==> src/rtl/fp_div_pkg.sv <==
// ============================================================================
// Module   : fp_div_pkg
// Brief    : Shared types and constants for the divider result stage.
// Revision : 1.0 - initial release
// ============================================================================
`timescale 1ns/1ps
`default_nettype none

package fp_div_pkg;

    typedef struct packed {
        logic        sign;
        logic [7:0]  exp;
        logic [22:0] frac;
    } fp32_t;

    typedef struct packed {
        logic ovf;
        logic unf;
    } fpdiv_flags_t;

    localparam logic [7:0]  FP_EXP_INF   = 8'hFF;
    localparam logic [22:0] FP_FRAC_ZERO = 23'd0;
    localparam int          FIFO_W       = 34;

    typedef enum logic [1:0] {
        OCC_EMPTY   = 2'd0,
        OCC_PARTIAL = 2'd1,
        OCC_FULL    = 2'd2
    } fifo_occ_t;

    // Overflow dominates underflow; the sign always survives saturation.
    function automatic fp32_t fp_fixup(input fp32_t r, input fpdiv_flags_t f);
        fp32_t o;
        o = r;
        if (f.ovf) begin
            o.exp  = FP_EXP_INF;
            o.frac = FP_FRAC_ZERO;
        end else if (f.unf) begin
            o.exp  = 8'd0;
            o.frac = FP_FRAC_ZERO;
        end
        return o;
    endfunction

endpackage

`default_nettype wire

==> src/rtl/fp_div_out_fifo.sv <==
// ============================================================================
// Module   : fp_div_out_fifo
// Brief    : Generic synchronous FIFO with valid/ready on both sides.
// Revision : 1.0 - initial release
// ============================================================================
`timescale 1ns/1ps
`default_nettype none

module fp_div_out_fifo
    import fp_div_pkg::*;
#(
    parameter int DEPTH = 2,
    parameter int WIDTH = FIFO_W
) (
    input  logic             clk,
    input  logic             rst_n,
    input  logic             push_valid_i,
    output logic             push_ready_o,
    input  logic [WIDTH-1:0] push_data_i,
    output logic             pop_valid_o,
    input  logic             pop_ready_i,
    output logic [WIDTH-1:0] pop_data_o
);

    localparam int AW = $clog2(DEPTH);
    localparam int PW = AW + 1;

    logic [PW-1:0]    wr_ptr_q, wr_ptr_d;
    logic [PW-1:0]    rd_ptr_q, rd_ptr_d;
    logic [WIDTH-1:0] mem_q [DEPTH];
    fifo_occ_t        w_occ;
    logic             w_push;
    logic             w_pop;

    // Extra pointer MSB separates full from empty when the indices match.
    always_comb begin
        w_occ = OCC_PARTIAL;
        if (wr_ptr_q == rd_ptr_q) begin
            w_occ = OCC_EMPTY;
        end else if ((wr_ptr_q[PW-1] != rd_ptr_q[PW-1]) &&
                     (wr_ptr_q[AW-1:0] == rd_ptr_q[AW-1:0])) begin
            w_occ = OCC_FULL;
        end
    end

    assign pop_valid_o  = (w_occ != OCC_EMPTY);
    assign w_pop        = pop_valid_o & pop_ready_i;
    assign push_ready_o = (w_occ != OCC_FULL) | w_pop;
    assign w_push       = push_valid_i & push_ready_o;
    assign pop_data_o   = mem_q[rd_ptr_q[AW-1:0]];

    assign wr_ptr_d = wr_ptr_q + {{(PW-1){1'b0}}, w_push};
    assign rd_ptr_d = rd_ptr_q + {{(PW-1){1'b0}}, w_pop};

    always_ff @(posedge clk or negedge rst_n) begin
        if (!rst_n) begin
            wr_ptr_q <= '0;
            rd_ptr_q <= '0;
            for (int i = 0; i < DEPTH; i++) begin
                mem_q[i] <= '0;
            end
        end else begin
            wr_ptr_q <= wr_ptr_d;
            rd_ptr_q <= rd_ptr_d;
            if (w_push) begin
                mem_q[wr_ptr_q[AW-1:0]] <= push_data_i;
            end
        end
    end

endmodule

`default_nettype wire

==> src/rtl/fp_div_result_stage.sv <==
// ============================================================================
// Module   : fp_div_result_stage
// Brief    : Registered result stage after the FP32 divider: saturation
//            fix-up, output FIFO, sticky exception flags. Optional exception
//            counters are built when FPDIV_STAT_CNT_EN is defined.
// Revision : 1.0 - initial release
// ============================================================================
`timescale 1ns/1ps
`default_nettype none

module fp_div_result_stage
    import fp_div_pkg::*;
#(
    parameter int DEPTH = 2
`ifdef FPDIV_STAT_CNT_EN
    ,
    parameter int CNT_W = 16
`endif
) (
    input  logic             clk,
    input  logic             rst_n,
    input  logic             in_valid,
    output logic             in_ready,
    input  logic [31:0]      div_result,
    input  logic             div_overflow,
    input  logic             div_underflow,
    output logic             out_valid,
    input  logic             out_ready,
    output logic [31:0]      out_data,
    output logic [1:0]       out_flags,
    output logic             sticky_ovf,
    output logic             sticky_unf,
    input  logic             flag_clr
`ifdef FPDIV_STAT_CNT_EN
    ,
    output logic [CNT_W-1:0] ovf_cnt,
    output logic [CNT_W-1:0] unf_cnt
`endif
);

    fp32_t            w_res_in;
    fp32_t            w_res_fix;
    fpdiv_flags_t     w_flags_in;
    logic [FIFO_W-1:0] w_head;
    logic             w_accept;
    logic             w_acc_ovf;
    logic             w_acc_unf;
    logic             sticky_ovf_q, sticky_ovf_d;
    logic             sticky_unf_q, sticky_unf_d;

    assign w_res_in   = div_result;
    assign w_flags_in = {div_overflow, div_underflow};
    assign w_res_fix  = fp_fixup(w_res_in, w_flags_in);

    fp_div_out_fifo #(
        .DEPTH (DEPTH),
        .WIDTH (FIFO_W)
    ) u_fifo (
        .clk          (clk),
        .rst_n        (rst_n),
        .push_valid_i (in_valid),
        .push_ready_o (in_ready),
        .push_data_i  ({w_res_fix, w_flags_in}),
        .pop_valid_o  (out_valid),
        .pop_ready_i  (out_ready),
        .pop_data_o   (w_head)
    );

    assign out_data  = w_head[FIFO_W-1:2];
    assign out_flags = w_head[1:0];

    assign w_accept  = in_valid & in_ready;
    assign w_acc_ovf = w_accept & w_flags_in.ovf;
    assign w_acc_unf = w_accept & w_flags_in.unf;

    // A new exception in the clearing cycle must not be lost, so set wins.
    always_comb begin
        sticky_ovf_d = sticky_ovf_q;
        sticky_unf_d = sticky_unf_q;
        if (flag_clr) begin
            sticky_ovf_d = 1'b0;
            sticky_unf_d = 1'b0;
        end
        if (w_acc_ovf) sticky_ovf_d = 1'b1;
        if (w_acc_unf) sticky_unf_d = 1'b1;
    end

    always_ff @(posedge clk or negedge rst_n) begin
        if (!rst_n) begin
            sticky_ovf_q <= 1'b0;
            sticky_unf_q <= 1'b0;
        end else begin
            sticky_ovf_q <= sticky_ovf_d;
            sticky_unf_q <= sticky_unf_d;
        end
    end

    assign sticky_ovf = sticky_ovf_q;
    assign sticky_unf = sticky_unf_q;

`ifdef FPDIV_STAT_CNT_EN
    localparam logic [CNT_W-1:0] CNT_ONE = {{(CNT_W-1){1'b0}}, 1'b1};

    logic [CNT_W-1:0] ovf_cnt_q, ovf_cnt_d;
    logic [CNT_W-1:0] unf_cnt_q, unf_cnt_d;

    always_comb begin
        ovf_cnt_d = ovf_cnt_q;
        unf_cnt_d = unf_cnt_q;
        if (flag_clr) begin
            ovf_cnt_d = w_acc_ovf ? CNT_ONE : '0;
            unf_cnt_d = w_acc_unf ? CNT_ONE : '0;
        end else begin
            if (w_acc_ovf && (ovf_cnt_q != '1)) ovf_cnt_d = ovf_cnt_q + CNT_ONE;
            if (w_acc_unf && (unf_cnt_q != '1)) unf_cnt_d = unf_cnt_q + CNT_ONE;
        end
    end

    always_ff @(posedge clk or negedge rst_n) begin
        if (!rst_n) begin
            ovf_cnt_q <= '0;
            unf_cnt_q <= '0;
        end else begin
            ovf_cnt_q <= ovf_cnt_d;
            unf_cnt_q <= unf_cnt_d;
        end
    end

    assign ovf_cnt = ovf_cnt_q;
    assign unf_cnt = unf_cnt_q;
`endif

endmodule

`default_nettype wire

==> config.mk <==
export PLATFORM = sky130hd
export DESIGN_NAME = fp_div_result_stage
export DESIGN_NICKNAME = d
export VERILOG_FILES = /design/src/rtl/fp_div_pkg.sv /design/src/rtl/fp_div_out_fifo.sv /design/src/rtl/fp_div_result_stage.sv
export SDC_FILE = /design/constraint.sdc
export NUM_CORES = 1
export LEC_CHECK = 0
export CAP_MARGIN = 0
export CORE_MARGIN = 5
export CORE_UTILIZATION = 50
export DETAILED_ROUTE_END_ITERATION = 6
export GPL_TIMING_DRIVEN = 0
export MAX_ROUTING_LAYER = met4
export PLACE_DENSITY = 0.82
export SETUP_SLACK_MARGIN = 0.15
export SYNTH_ARGS = -nofsm -noshare
export SYNTH_HDL_FRONTEND = slang
export SYNTH_SLANG_ARGS = --single-unit
==> constraint.sdc <==
create_clock -name clk -period 1.85 [get_ports clk]
set_input_delay 0.37 -clock clk [delete_from_list [all_inputs] [get_ports clk]]
set_output_delay 0.37 -clock clk [all_outputs]
set_load 0.05 [all_outputs]
==> impl_report.txt, run 1 <==
=== SYNTHESIS / PLACE & ROUTE SUMMARY ===
----------------------------------------------------
[Run status]
  Run status ........................ finished with violations
  Violated checks ........................ setup timing

[Detailed routing]
  Mean routed wirelength per cell ........................ 17.3 microns
  Drt via density ........................ 5.54
  DRT Pass-1 Iters ........................ 5
  Iteration-0 DRC count of the detailed router ........................ 175

[Clocking]
  Maximum count of clock buffers along a single path ........................ 2
  Post-cts repair resize count ........................ 326
  Number of buffers inserted to repair setup after CTS ........................ 2
  Later-pin clock latency in the skew report ........................ 0.35 ns
  Htree depth ........................ 3
  CTS buffer count ........................ 9
  TritonCTS sink count ........................ 74
  Clock tree from TritonCTS ........................ built
  Register clock-pin slew on the reported worst setup and hold paths ........................ 0.07 ns

[Logic synthesis]
  Compound-cell area share of the yosys netlist ........................ 14.3%
  Chip Area, Yosys ........................ 3340 sq um
  Dominant kind of combinational cell ........................ AND-OR/OR-AND gates
  Simple logic cell fraction of the synthesized area ........................ 12.7%
  Yosys warning total ........................ 0
  Post-synthesis adder-cell area fraction ........................ 1.12%
  Cell count in the Yosys report ........................ 362
  Flip-flop and latch count after synthesis ........................ 74
  Synth Area per Inst ........................ 9.24 sq um
  Instance tally after logic synthesis ........................ 362
  XOR/XNOR Area Share ........................ 1.05%
  Syn nets ........................ 404
  Area of the mapped netlist ........................ 3340 sq um

[Setup path]
  Flop2flop setup slack ........................ -0.02 ns
  RR Startpoint ........................ u_fifo.rd_ptr_q[0]$_DFF_PN0_
  Reg-to-Reg End ........................ u_fifo.mem_q[21]$_DFFE_PN0P_
  Maximum fanout count along the critical path ........................ 10
  Critical Path Sink Type ........................ output pin
  CP Class ........................ reg2out
  Arrival time worst endpoint ........................ 1.52 ns

[Power]
  Clock-net power ........................ 1.10 mW
  Part of the power in registers ........................ 28.6%
  Logic gate share of total power ........................ 59.6%
  Leak pwr ........................ 2.03 nW
  Switching portion of total power ........................ 47.3%
  Cell internal pwr ........................ 4.91 mW
  Share of power burned in the clock network ........................ 11.8%
  Main power group ........................ combinational logic
  Power in combinational cells ........................ 5.56 mW

[Cells and area]
  Number of inserted filler cells in the final layout ........................ 495
  Share of cell area taken by multi-input logic gates ........................ 27.1%
  Ratio of cells with drive above 1 in the final layout ........................ 26.9%
  Count of antenna diodes in the layout ........................ 0
  Area growth from synthesis to final layout ........................ 39.0%

[Timing]
  Slew of the pin with the lowest slew margin ........................ 0.929 ns
  Timing-limited maximum frequency ........................ 530 MHz
  Minimum setup slack in the final design ........................ -0.0352 ns
  Unrepaired setup endpoints after global routing ........................ true
  Final count of pins violating max slew ........................ 0
  Final count of negative-setup-slack endpoints ........................ 8
  Number of hold-slack violations in the final timing report ........................ 0
  Final setup skew ........................ 0.00658 ns
  Worst-case hold slack ........................ 0.156 ns

[Job]
  Max-cap violations ........................ 0
  Count of tool warnings ........................ 30

[Placed design]
  Worst slack at placement ........................ -0.491 ns

[Global routing]
  Total Routing Usage GR ........................ 24.0%
  Number of antenna violations at the first check in global routing ........................ 0
  Maximum number of pins on one net before global-route repair ........................ 75
  Congestion Overflow GR ........................ 0

[Floorplanning]
  Effective utilization at floorplan ........................ 52.1%
  Number of tapcells ........................ 77
  Placeable Area ........................ 6420 sq um
  Row cnt ........................ 29
  Count of pins on the block boundary ........................ 77

[Min path]
  Path class of the lowest-slack min-delay path ........................ in2async

----------------------------------------------------
run 1: critical path: stages, from the launching register on:
cell                      delay, ns
sky130_fd_sc_hd__dfrtp_2       0.44
sky130_fd_sc_hd__buf_6         0.18
sky130_fd_sc_hd__mux2_2        0.36
sky130_fd_sc_hd__buf_4         0.19
run 1: layer usage:
metal	part of all wire, %	GRT usage [%]	routed length [microns]
met1	40	29.5	3720
met2	49	37.6	4570
met3	7.5	4.99	693
met4	3.0	12.3	276
met5	0	-	0
run 1: flip-flops by register name, summed over array words and instances (netlist names):
name / flops
sticky_ovf: 1
sticky_unf: 1
u_fifo.mem_q: 68
u_fifo.rd_ptr_q: 2
u_fifo.wr_ptr_q: 2
run 1: cell usage after synthesis, drive strengths merged:
library cell | count | area (sq um)
nor2b | 1 | 6.26
nand2b | 1 | 6.26
mux2 | 17 | 191
o22ai | 2 | 12.5
clkbuf | 6 | 22.5
inv | 52 | 195
nand2 | 25 | 93.8
nor2 | 17 | 71.3
nand3 | 46 | 230
nor3 | 1 | 10.0
and2 | 1 | 6.26
xnor2 | 1 | 8.76
o21ai | 69 | 345
dfrtp | 74 | 1850
xor2 | 3 | 26.3
a21oi | 24 | 120
ha | 3 | 37.5
buf | 19 | 109
run 1: per-stage QoR:
step                      total power [mW]  std cells  utilization [%]
after global placement                7.38        515             65.8
after floorplan                       5.88        362                -
final                                 9.31        534             72.4
after global routing                  9.84        534             72.4
after detailed placement              7.51        515             65.7
after CTS                             9.18        533             71.7
run 1: placed cells by master, fill, tap and decap left out:
master and instances:
sky130_fd_sc_hd__mux2_2 17, sky130_fd_sc_hd__o21ai_1 15, sky130_fd_sc_hd__dfrtp_2 1, sky130_fd_sc_hd__clkbuf_4 1
sky130_fd_sc_hd__dlygate4sd2_1 2, sky130_fd_sc_hd__clkdlybuf4s50_1 37, sky130_fd_sc_hd__nand2_1 23, sky130_fd_sc_hd__clkinv_2 3
sky130_fd_sc_hd__nand2b_1 1, sky130_fd_sc_hd__nand3_1 45, sky130_fd_sc_hd__nand3_2 1, sky130_fd_sc_hd__nor2_1 14
sky130_fd_sc_hd__o22ai_1 2, sky130_fd_sc_hd__buf_8 7, sky130_fd_sc_hd__buf_2 2, sky130_fd_sc_hd__dfrtp_1 73
sky130_fd_sc_hd__nor2_4 1, sky130_fd_sc_hd__nor3_2 1, sky130_fd_sc_hd__clkbuf_1 3, sky130_fd_sc_hd__and2_1 1
sky130_fd_sc_hd__a21oi_1 23, sky130_fd_sc_hd__ha_2 2, sky130_fd_sc_hd__o21ai_0 38, sky130_fd_sc_hd__ha_1 1
sky130_fd_sc_hd__nand2_2 2, sky130_fd_sc_hd__clkbuf_8 13, sky130_fd_sc_hd__nor2_2 2, sky130_fd_sc_hd__o21ai_4 1
sky130_fd_sc_hd__clkbuf_2 1, sky130_fd_sc_hd__o21ai_2 15, sky130_fd_sc_hd__xnor2_1 1, sky130_fd_sc_hd__buf_12 2
sky130_fd_sc_hd__buf_6 31, sky130_fd_sc_hd__inv_1 52, sky130_fd_sc_hd__buf_4 18, sky130_fd_sc_hd__nor2b_2 1
sky130_fd_sc_hd__xor2_1 3, sky130_fd_sc_hd__a21oi_2 1
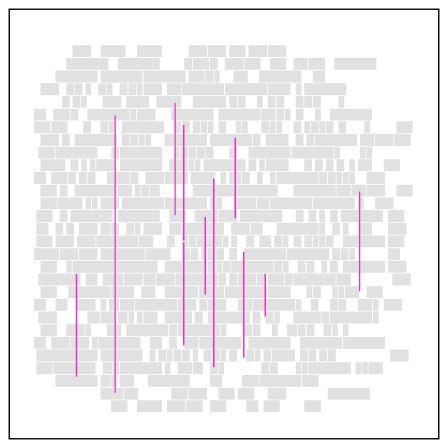
(run_1/layer_met4.png)
Cells faint in the background.
main direction: vertical
longest straight run: 59.2 microns
share of all routed wire: 3.0%
total length of routed wires: 9.26 mm
total number of vias: 2960

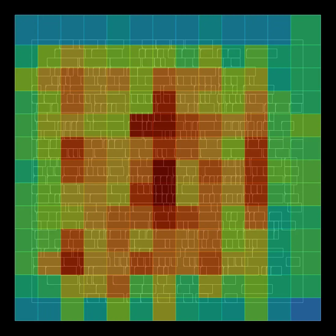
(run_1/congestion.png)
Global Route met1 Usage: 29.5%
final design utilization: 72.4%

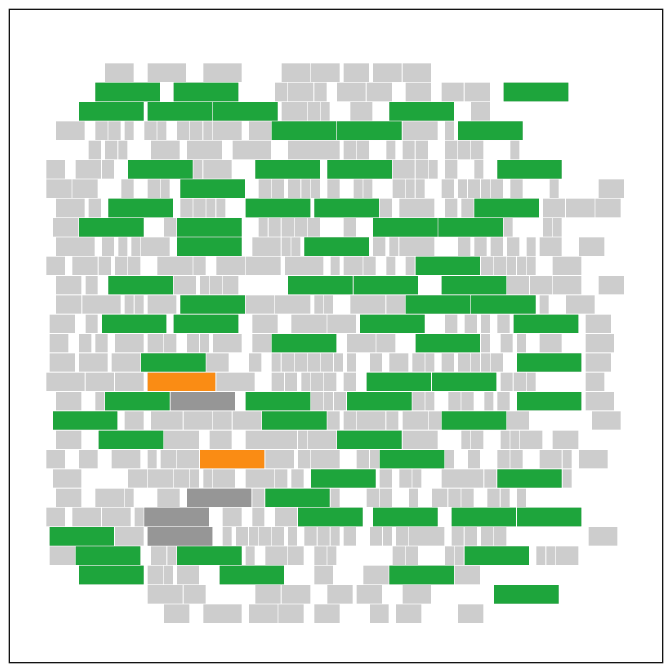
(run_1/flops_by_reg.png)
Other sequential cells in the stronger grey, the rest of the logic in the fainter grey.
[u_fifo.mem_q] green | flops: 68 | where: widely spread
[u_fifo.rd_ptr_q] orange | flops: 2
sequential standard cell area: 1850 sq um
register fraction of the total cell area: 39.9%
P_seq: 2.66 mW

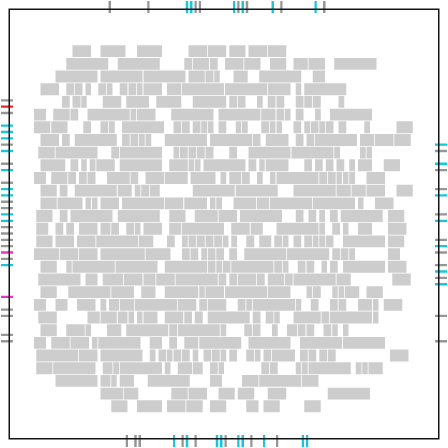
(run_1/io_placement.png)
Pins as bars across the die edge, other pins in grey.
[out_flags] magenta | pins: 2 | direction: output | edge: left
[clk] red | pins: 1 | direction: input | edge: left
[div_result] cyan | pins: 32 | direction: input | edge: 10 left, 9 bottom, 7 right, 6 top
all pins by edge: 29 left, 17 bottom, 17 right, 14 top
die width: 91.8 microns
height of the die: 91.8 microns
number of buffers inserted by port buffering: 76

==> inputs of run 2 (changes only) <==
--- a/config.mk
+++ b/config.mk
@@ -13,6 +13,7 @@
 export MAX_ROUTING_LAYER = met4
 export PLACE_DENSITY = 0.82
 export SETUP_SLACK_MARGIN = 0.15
+export SLEW_MARGIN = 20
 export SYNTH_ARGS = -nofsm -noshare
 export SYNTH_HDL_FRONTEND = slang
 export SYNTH_SLANG_ARGS = --single-unit
==> run 2 against run 1 <==
The run still ends with setup timing left. Worst hold slack improved by 0.26 ns. Register-to-register slack got worse by 0.07 ns. Final area increased by 14%. Maximum frequency down 2.8%. Synthesized cell count unchanged. Global-route usage is 0.21 points lower. Power grew 16%. Flip-flop count unchanged. Critical path type is now reg2reg.
==> impl_report.txt, run 2 <==
=== SYNTHESIS / PLACE & ROUTE SUMMARY ===
----------------------------------------------------
[Run status]
  Run status ........................ finished with violations
  Violated checks ........................ setup timing

[Logic synthesis]
  Yosys warning total ........................ 0
  Post-synth top area share ........................ 55.4%
  Cell count in the Yosys report ........................ 362
  Async S/R FF share, synth ........................ 100%
  Number of flops mapped to enable cells by yosys ........................ 0
  Chip Area, Yosys ........................ 3340 sq um
  Most numerous cell types in the synthesized netlist ........................ sky130_fd_sc_hd__dfrtp_1, sky130_fd_sc_hd__o21ai_0, sky130_fd_sc_hd__inv_1
  Sequential-to-total area share from yosys stat ........................ 55.4%
  Dominant register cell in the synthesized netlist ........................ sky130_fd_sc_hd__dfrtp_1
  Cell taking the most area after synthesis ........................ sky130_fd_sc_hd__dfrtp_1
  Flip-flop and latch count after synthesis ........................ 74
  Instance tally after logic synthesis ........................ 362
  Synth Area per Inst ........................ 9.24 sq um
  Most frequent cell after synthesis ........................ sky130_fd_sc_hd__dfrtp_1
  Distinct cell type count after synthesis ........................ 22
  Syn nets ........................ 404
  Area of the mapped netlist ........................ 3340 sq um
  Leading post-synthesis cells by cell area ........................ sky130_fd_sc_hd__dfrtp_1, sky130_fd_sc_hd__o21ai_0, sky130_fd_sc_hd__nand3_1, sky130_fd_sc_hd__inv_1, sky130_fd_sc_hd__mux2_2

[Floorplanning]
  Die width ........................ 91.8 microns
  Placeable Area ........................ 6420 sq um
  Effective utilization at floorplan ........................ 52.1%
  Height of the die ........................ 91.8 microns
  Row cnt ........................ 29
  Chip area ........................ 8420 sq um
  Count of pins on the block boundary ........................ 77

[Timing]
  Number of hold-slack violations in the final timing report ........................ 0
  Remaining max-slew budget at the tightest pin ........................ 67.5%
  Final count of pins violating max slew ........................ 0
  Minimum setup slack in the final design ........................ -0.0893 ns
  Final count of negative-setup-slack endpoints ........................ 44
  Post-route clock period utilization ........................ 105%
  Worst-case hold slack ........................ 0.417 ns
  Unrepaired setup endpoints after global routing ........................ true
  Final setup skew ........................ 0.00921 ns
  Time the final worst path needs with I/O delays and setup ........................ 1.94 ns
  Timing-limited maximum frequency ........................ 516 MHz
  Slew of the pin with the lowest slew margin ........................ 0.490 ns

[Setup path]
  Category of cells accounting for the largest share of critical-path delay ........................ buffers and inverters
  Critical-path cell list ........................ buf_12 -> xor2_4 -> nor3_4 -> nor2b_2 -> ha_2 -> buf_8 -> buf_12 -> nand3_1 -> o21ai_1
  Critical Path Source Type ........................ register
  Critical path's slowest cell ........................ sky130_fd_sc_hd__dfrtp_2
  Logic depth of the worst path, buffers included ........................ 9
  Flop2flop setup slack ........................ -0.09 ns
  Maximum fanout count along the critical path ........................ 10
  Required @ worst endpoint ........................ 2.10 ns
  Critical path buffers and inverters ........................ 3
  CP Class ........................ reg2reg
  Largest incremental delay on the critical path ........................ 0.44 ns
  RR Startpoint ........................ u_fifo.rd_ptr_q[0]$_DFF_PN0_
  Start point of the critical path ........................ u_fifo.rd_ptr_q[0]$_DFF_PN0_
  Worst-case reg-to-reg path depth ........................ 9
  Critical Path Sink Type ........................ register
  Arrival time worst endpoint ........................ 2.19 ns
  Most frequent CP cell ........................ sky130_fd_sc_hd__buf_12

[Min path]
  Path class of the lowest-slack min-delay path ........................ in2async

[Placed design]
  Routability congestion estimate from global placement ........................ 0.813
  Detail Placement HPWL ........................ 6.22 mm
  Worst slack at placement ........................ -0.504 ns
  Number of buffers inserted by port buffering ........................ 76

[Global routing]
  Congestion Overflow GR ........................ 0
  Global-route wire length before repair ........................ 15.4 mm
  Total Routing Usage GR ........................ 23.8%
  Number of antenna violations at the first check in global routing ........................ 0
  Maximum number of pins on one net before global-route repair ........................ 60
  Number of global-route vias before repair ........................ 3166

[Cells and area]
  Highest-count logic cell in the final layout ........................ sky130_fd_sc_hd__dfrtp_1
  Ratio of cells with drive above 1 in the final layout ........................ 45.0%
  Max reg flops ........................ 68
  Registers with the most flip-flops ........................ u_fifo.mem_q x68, u_fifo.rd_ptr_q x2, u_fifo.wr_ptr_q x2
  Area growth from synthesis to final layout ........................ 59.1%
  Register with the most flip-flops ........................ u_fifo.mem_q
  Most frequent cells in the layout ........................ sky130_fd_sc_hd__dfrtp_1, sky130_fd_sc_hd__inv_1, sky130_fd_sc_hd__o21ai_1
  Count of antenna diodes in the layout ........................ 0
  Layout Nets ........................ 506

[Detailed routing]
  Drt via density ........................ 5.89
  Iteration-0 DRC count of the detailed router ........................ 188
  Mean routed wirelength per cell ........................ 20.8 microns
  Total number of vias ........................ 3218
  Count of antenna-violating nets left after detailed routing ........................ 0
  Remaining design rule violation count ........................ 0
  Total length of routed wires ........................ 11.3 mm
  DRT Pass-1 Iters ........................ 5

[Clocking]
  Register clock-pin slew on the reported worst setup and hold paths ........................ 0.07 ns
  Htree depth ........................ 3
  TritonCTS sink count ........................ 74
  Maximum count of clock buffers along a single path ........................ 2
  Clock tree from TritonCTS ........................ built
  Later-pin clock latency in the skew report ........................ 0.35 ns
  Clock root buffer master ........................ sky130_fd_sc_hd__clkbuf_8
  CTS buffer count ........................ 9

[Job]
  Max-cap violations ........................ 0
  Count of tool warnings ........................ 30

[Power]
  Maximum vdd drop ........................ 1.46 mV
  Cell Pwr Density ........................ 2030 nW/um^2
  Leak pwr ........................ 2.25 nW

----------------------------------------------------
-- run 2: cell counts after synthesis --
Identical to the previous run, type by type.
-- run 2: cells by family after synthesis --
logic type                 synth area share (%)
adders and majority gates                  1.12
and+or+nand+nor                            12.7
AOI/OAI and AO/OA                          14.3
muxes                                      5.72
buffers and inverters                      9.76
DFF                                        55.4
xor gates and xnor gates                   1.05
-- run 2: path summary, 6_finish.rpt --
path,end
setup / recovery,u_fifo.mem_q[23]$_DFFE_PN0P_
hold / removal,u_fifo.mem_q[66]$_DFFE_PN0P_
setup reg to reg,u_fifo.mem_q[23]$_DFFE_PN0P_
hold reg to reg,u_fifo.mem_q[33]$_DFFE_PN0P_
max in group asynchronous,u_fifo.mem_q[2]$_DFFE_PN0P_
min in group clk,u_fifo.mem_q[33]$_DFFE_PN0P_
-- run 2: through the flow --
stage	instances	utilization (%)	TNS [ns]	total power, mW	cell area (sq um)
after CTS	536	71.4	-0.548	9.06	4590
final	546	82.9	-1.87	10.8	5320
after global placement	515	65.8	-181.95	7.38	4220
after detailed placement	516	66.2	-38.18	7.52	4250
after floorplan	362	-	-2.79	5.88	3370
after global routing	546	82.9	-5.37	11.2	5320
-- run 2: routing by layer --
layer	share of wire (%)	global-route usage [%]	vias to the layer above
li1	-	-	1393
met2	52	37.7	167
met5	0	-	-
met4	3.6	12.1	0
met1	38	28.9	1613
met3	6.6	4.91	45
-- run 2: power breakdown --
part	total (mW)	internal, mW	switching (mW)
registers	2.76	2.31	0.456
clock network	1.12	0.519	0.596
logic	6.90	2.83	4.07
-- run 2: final cells by class --
cell class | count | area [sq um]
buffer | 25 | 342
sequential | 74 | 1850
multi-input combinational | 211 | 1660
inverter | 52 | 195
fill | 346 | 1100
clock buffer | 13 | 149
timing repair buffer | 91 | 1010
tap | 77 | 96.3
clock inverter | 3 | 15.0
-- run 2: repair_timing --
item | CTS | global route
setup endpoints to repair | 107 | 105
buffers inserted | 2 | 8
gates resized | 309 | 200
hold endpoints to repair | 15 | 0
cloned | 1 | 2
pin swaps | 4 | 15
hold buffers | 1 | 0
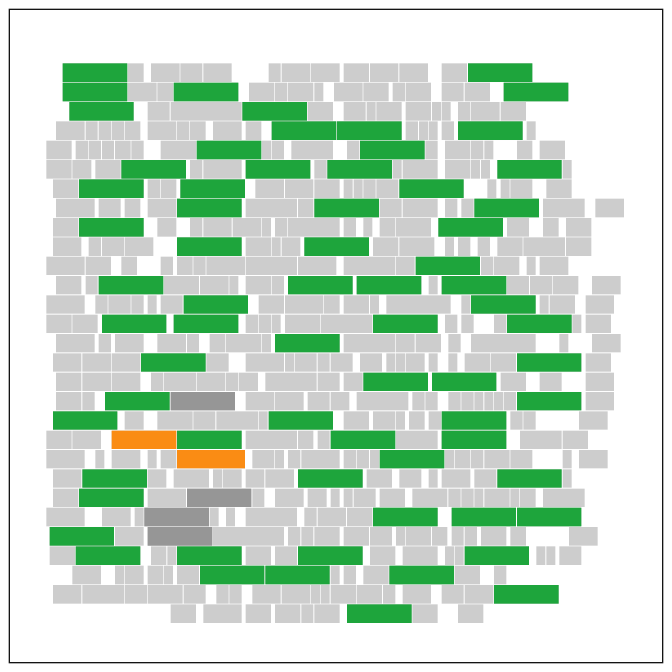
(run_2/flops_by_reg.png)
Other sequential cells in the stronger grey, the rest of the logic in the fainter grey.
[u_fifo.mem_q] green | flops: 68 | where: widely spread
[u_fifo.rd_ptr_q] orange | flops: 2
not coloured: 4
final design utilization: 82.9%
P_seq: 2.76 mW

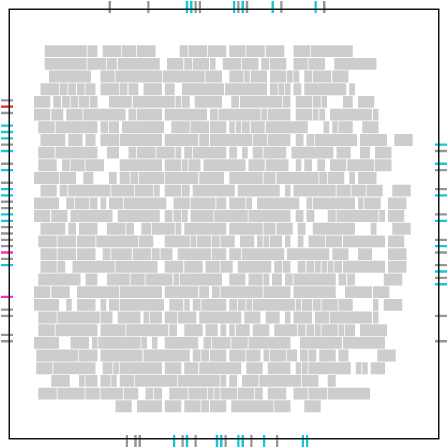
(run_2/io_placement.png)
Pins as bars across the die edge, other pins in grey.
[out_flags] magenta | pins: 2 | direction: output | edge: left
[div_result] cyan | pins: 32 | direction: input | edge: 10 left, 9 bottom, 7 right, 6 top
[clk] red | pins: 1 | direction: input | edge: left

==> inputs of run 3 (changes only) <==
--- a/config.mk
+++ b/config.mk
@@ -13,6 +13,7 @@
 export MAX_ROUTING_LAYER = met4
 export PLACE_DENSITY = 0.82
 export SETUP_SLACK_MARGIN = 0.15
+export SKIP_LAST_GASP = 1
 export SLEW_MARGIN = 20
 export SYNTH_ARGS = -nofsm -noshare
 export SYNTH_HDL_FRONTEND = slang
==> run 3 against run 2 <==
The flow still finishes with violations (setup timing). Count of clock-buffer cells in the layout is the same. Die area is the same. Clock power is essentially flat.
==> impl_report.txt, run 3 <==
=== SYNTHESIS / PLACE & ROUTE SUMMARY ===
----------------------------------------------------
[Floorplanning]
  Placeable Area ........................ 6420 sq um
  Count of pins on the block boundary ........................ 77
  Chip area ........................ 8420 sq um
  Die width ........................ 91.8 microns
  Effective utilization at floorplan ........................ 52.1%
  Row cnt ........................ 29
  Height of the die ........................ 91.8 microns

[Timing]
  Number of hold-slack violations in the final timing report ........................ 0
  Timing-limited maximum frequency ........................ 510 MHz
  Final count of pins violating max slew ........................ 0
  Remaining max-slew budget at the tightest pin ........................ 67.4%
  Unrepaired setup endpoints after global routing ........................ true
  Time the final worst path needs with I/O delays and setup ........................ 1.96 ns
  Minimum setup slack in the final design ........................ -0.111 ns
  Final count of negative-setup-slack endpoints ........................ 88
  Slew of the pin with the lowest slew margin ........................ 0.491 ns
  Post-route clock period utilization ........................ 106%
  Worst-case hold slack ........................ 0.415 ns

[Cells and area]
  Final design area excluding fillers ........................ 5060 sq um
  Layout Nets ........................ 506
  Number of inserted filler cells in the final layout ........................ 387
  Registers with the most flip-flops ........................ u_fifo.mem_q x68, u_fifo.rd_ptr_q x2, u_fifo.wr_ptr_q x2
  Register with the most flip-flops ........................ u_fifo.mem_q
  Max reg flops ........................ 68
  Ratio of cells with drive above 1 in the final layout ........................ 35.2%
  Highest-count logic cell in the final layout ........................ sky130_fd_sc_hd__dfrtp_1
  Most frequent cells in the layout ........................ sky130_fd_sc_hd__dfrtp_1, sky130_fd_sc_hd__inv_1, sky130_fd_sc_hd__nand3_1
  Area growth from synthesis to final layout ........................ 51.2%
  Count of antenna diodes in the layout ........................ 0

[Logic synthesis]
  Post-synth top area share ........................ 55.4%
  Most frequent cell after synthesis ........................ sky130_fd_sc_hd__dfrtp_1
  Distinct cell type count after synthesis ........................ 22
  Leading post-synthesis cells by cell area ........................ sky130_fd_sc_hd__dfrtp_1, sky130_fd_sc_hd__o21ai_0, sky130_fd_sc_hd__nand3_1, sky130_fd_sc_hd__inv_1, sky130_fd_sc_hd__mux2_2
  Syn nets ........................ 404
  Yosys warning total ........................ 0
  Number of flops mapped to enable cells by yosys ........................ 0
  Async S/R FF share, synth ........................ 100%
  Chip Area, Yosys ........................ 3340 sq um
  Flip-flop and latch count after synthesis ........................ 74
  Most numerous cell types in the synthesized netlist ........................ sky130_fd_sc_hd__dfrtp_1, sky130_fd_sc_hd__o21ai_0, sky130_fd_sc_hd__inv_1
  Area of the mapped netlist ........................ 3340 sq um
  Sequential-to-total area share from yosys stat ........................ 55.4%
  Cell count in the Yosys report ........................ 362
  Synth Area per Inst ........................ 9.24 sq um
  Dominant register cell in the synthesized netlist ........................ sky130_fd_sc_hd__dfrtp_1
  Instance tally after logic synthesis ........................ 362
  Cell taking the most area after synthesis ........................ sky130_fd_sc_hd__dfrtp_1

[Placed design]
  Number of buffers inserted by port buffering ........................ 76
  Detail Placement HPWL ........................ 6.22 mm
  Routability congestion estimate from global placement ........................ 0.813
  Placed cell areas ........................ 4250 sq um

[Detailed routing]
  Drt via density ........................ 5.77
  Total length of routed wires ........................ 10.7 mm
  DRT Pass-1 Iters ........................ 5
  Total number of vias ........................ 3153
  Remaining design rule violation count ........................ 0
  Mean routed wirelength per cell ........................ 19.7 microns
  Count of antenna-violating nets left after detailed routing ........................ 0
  Iteration-0 DRC count of the detailed router ........................ 217

[Clocking]
  Maximum count of clock buffers along a single path ........................ 2
  CTS buffer count ........................ 9
  Clock tree from TritonCTS ........................ built
  TritonCTS sink count ........................ 74
  Htree depth ........................ 3
  Clock root buffer master ........................ sky130_fd_sc_hd__clkbuf_8
  Register clock-pin slew on the reported worst setup and hold paths ........................ 0.07 ns

[Power]
  Cell Pwr Density ........................ 2050 nW/um^2
  Leak pwr ........................ 2.21 nW
  Maximum vdd drop ........................ 1.44 mV

[Setup path]
  Maximum fanout count along the critical path ........................ 10
  Required @ worst endpoint ........................ 2.11 ns
  Critical-path cell list ........................ buf_12 -> xor2_4 -> nor3_4 -> nor2b_2 -> ha_2 -> buf_8 -> buf_6 -> nand3_1 -> o21ai_1
  Critical path's slowest cell ........................ sky130_fd_sc_hd__dfrtp_2
  Arrival time worst endpoint ........................ 2.22 ns
  Largest incremental delay on the critical path ........................ 0.44 ns
  Flop2flop setup slack ........................ -0.11 ns
  Critical Path Sink Type ........................ register
  CP Class ........................ reg2reg
  Critical Path Source Type ........................ register

[Global routing]
  Congestion Overflow GR ........................ 0
  Total Routing Usage GR ........................ 23.8%
  Number of antenna violations at the first check in global routing ........................ 0
  Number of global-route vias before repair ........................ 3174
  Maximum number of pins on one net before global-route repair ........................ 60
  Global-route wire length before repair ........................ 15.4 mm

[Run status]
  Violated checks ........................ setup timing
  Run status ........................ finished with violations

[Job]
  Count of tool warnings ........................ 30
  Max-cap violations ........................ 0

[Min path]
  Path class of the lowest-slack min-delay path ........................ in2async

----------------------------------------------------
run 3: cells by family (layout without fill, tap and decap cells):
group           count (synthesis)  in the layout  share of synthesized area [%]
simple gates                   92             92                           12.7
fa+ha+maj                       3              3                           1.12
compound gates                 95             95                           14.3
buf+inv                        77            184                           9.76
xor+xnor                        4              4                           1.05
flops                          74             74                           55.4
mux                            17             17                           5.72
run 3: timing repair:
action | in CTS | in global routing
resized | 305 | 125
pin swaps | 4 | 7
setup buffers | 2 | 8
cloned | 1 | 2
setup endpoints to repair | 107 | 105
endpoints found under the hold margin | 15 | 0
hold buffers | 1 | 0
run 3: area by class of cell:
class	count	area, sq um	area share [%]
buffer	25	309	6.11
clock buffer	13	149	2.94
clock inverter	3	15.0	0.297
inverter	52	195	3.86
multi-input combinational	211	1450	28.6
sequential	74	1850	36.6
tap	77	96.3	1.90
timing repair buffer	91	995	19.7
run 3: power breakdown:
part	switching, mW	internal (mW)
Clock	0.579	0.519
Sequential	0.434	2.31
Combinational	3.90	2.64
Total	4.91	5.47
run 3: through the flow:
stage | instances | setup TNS, ns | worst slack [ns] | util, % | total power, mW
after floorplan | 362 | -2.79 | -0.213 | - | 5.88
after global placement | 515 | -181.95 | -2.04 | 65.8 | 7.38
after detailed placement | 516 | -38.18 | -0.504 | 66.2 | 7.52
after CTS | 536 | -0.583 | -0.0476 | 71.2 | 9.03
after global routing | 546 | -7.67 | -0.123 | 78.7 | 10.8
final | 546 | -3.70 | -0.111 | 78.7 | 10.4
run 3: final timing paths:
check                                             start                           end  cells after the start
min reg2reg                u_fifo.mem_q[33]$_DFFE_PN0P_  u_fifo.mem_q[33]$_DFFE_PN0P_                      1
min in group clk           u_fifo.mem_q[33]$_DFFE_PN0P_  u_fifo.mem_q[33]$_DFFE_PN0P_                      1
max reg2reg                u_fifo.rd_ptr_q[0]$_DFF_PN0_   u_fifo.mem_q[9]$_DFFE_PN0P_                      9
max in group asynchronous                         rst_n  u_fifo.rd_ptr_q[0]$_DFF_PN0_                      3
min                                               rst_n  u_fifo.mem_q[66]$_DFFE_PN0P_                      2
max                        u_fifo.rd_ptr_q[0]$_DFF_PN0_   u_fifo.mem_q[9]$_DFFE_PN0P_                      9
run 3: critical path, delay by kind of cell, from the launching register on:
kind / cells / cell delay [ns]
adder cells (fa/ha/maj): 1 / 0.26
AND/OR/NAND/NOR: 3 / 0.41
XOR/XNOR: 1 / 0.18
buffers and inverters: 3 / 0.46
flip-flops: 1 / 0.44
AND-OR/OR-AND: 1 / 0.12
run 3: per-layer routing:
metal / track usage, % / routed length, microns
met2: 37.8 / 5450
met4: 12.0 / 379
met1: 28.9 / 4110
met5: - / 0
met3: 4.91 / 806
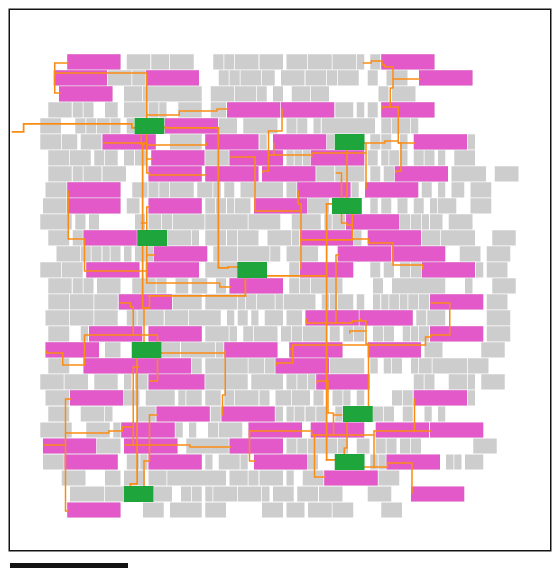
(run_3/clk_routes.png)
Bar = 20 microns.
[flip-flops] magenta | count: 74
[clock wires] orange | length: 887 microns
[clock drivers] green | count: 9
flops lie: widely spread
routed clock nets: 10
clock-net power: 1.10 mW
final setup skew: 0.00599 ns
share of power burned in the clock network: 10.6%
later-pin clock latency in the skew report: 0.35 ns

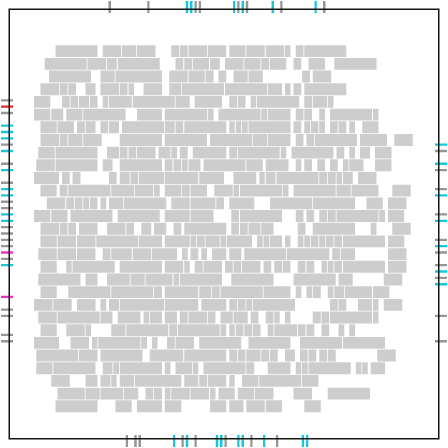
(run_3/io_placement.png)
Pins as bars across the die edge, other pins in grey.
[div_result] cyan | pins: 32 | direction: input | edge: 10 left, 9 bottom, 7 right, 6 top
[out_flags] magenta | pins: 2 | direction: output | edge: left
[clk] red | pins: 1 | direction: input | edge: left

Power is estimated from default activity; no workload was simulated.
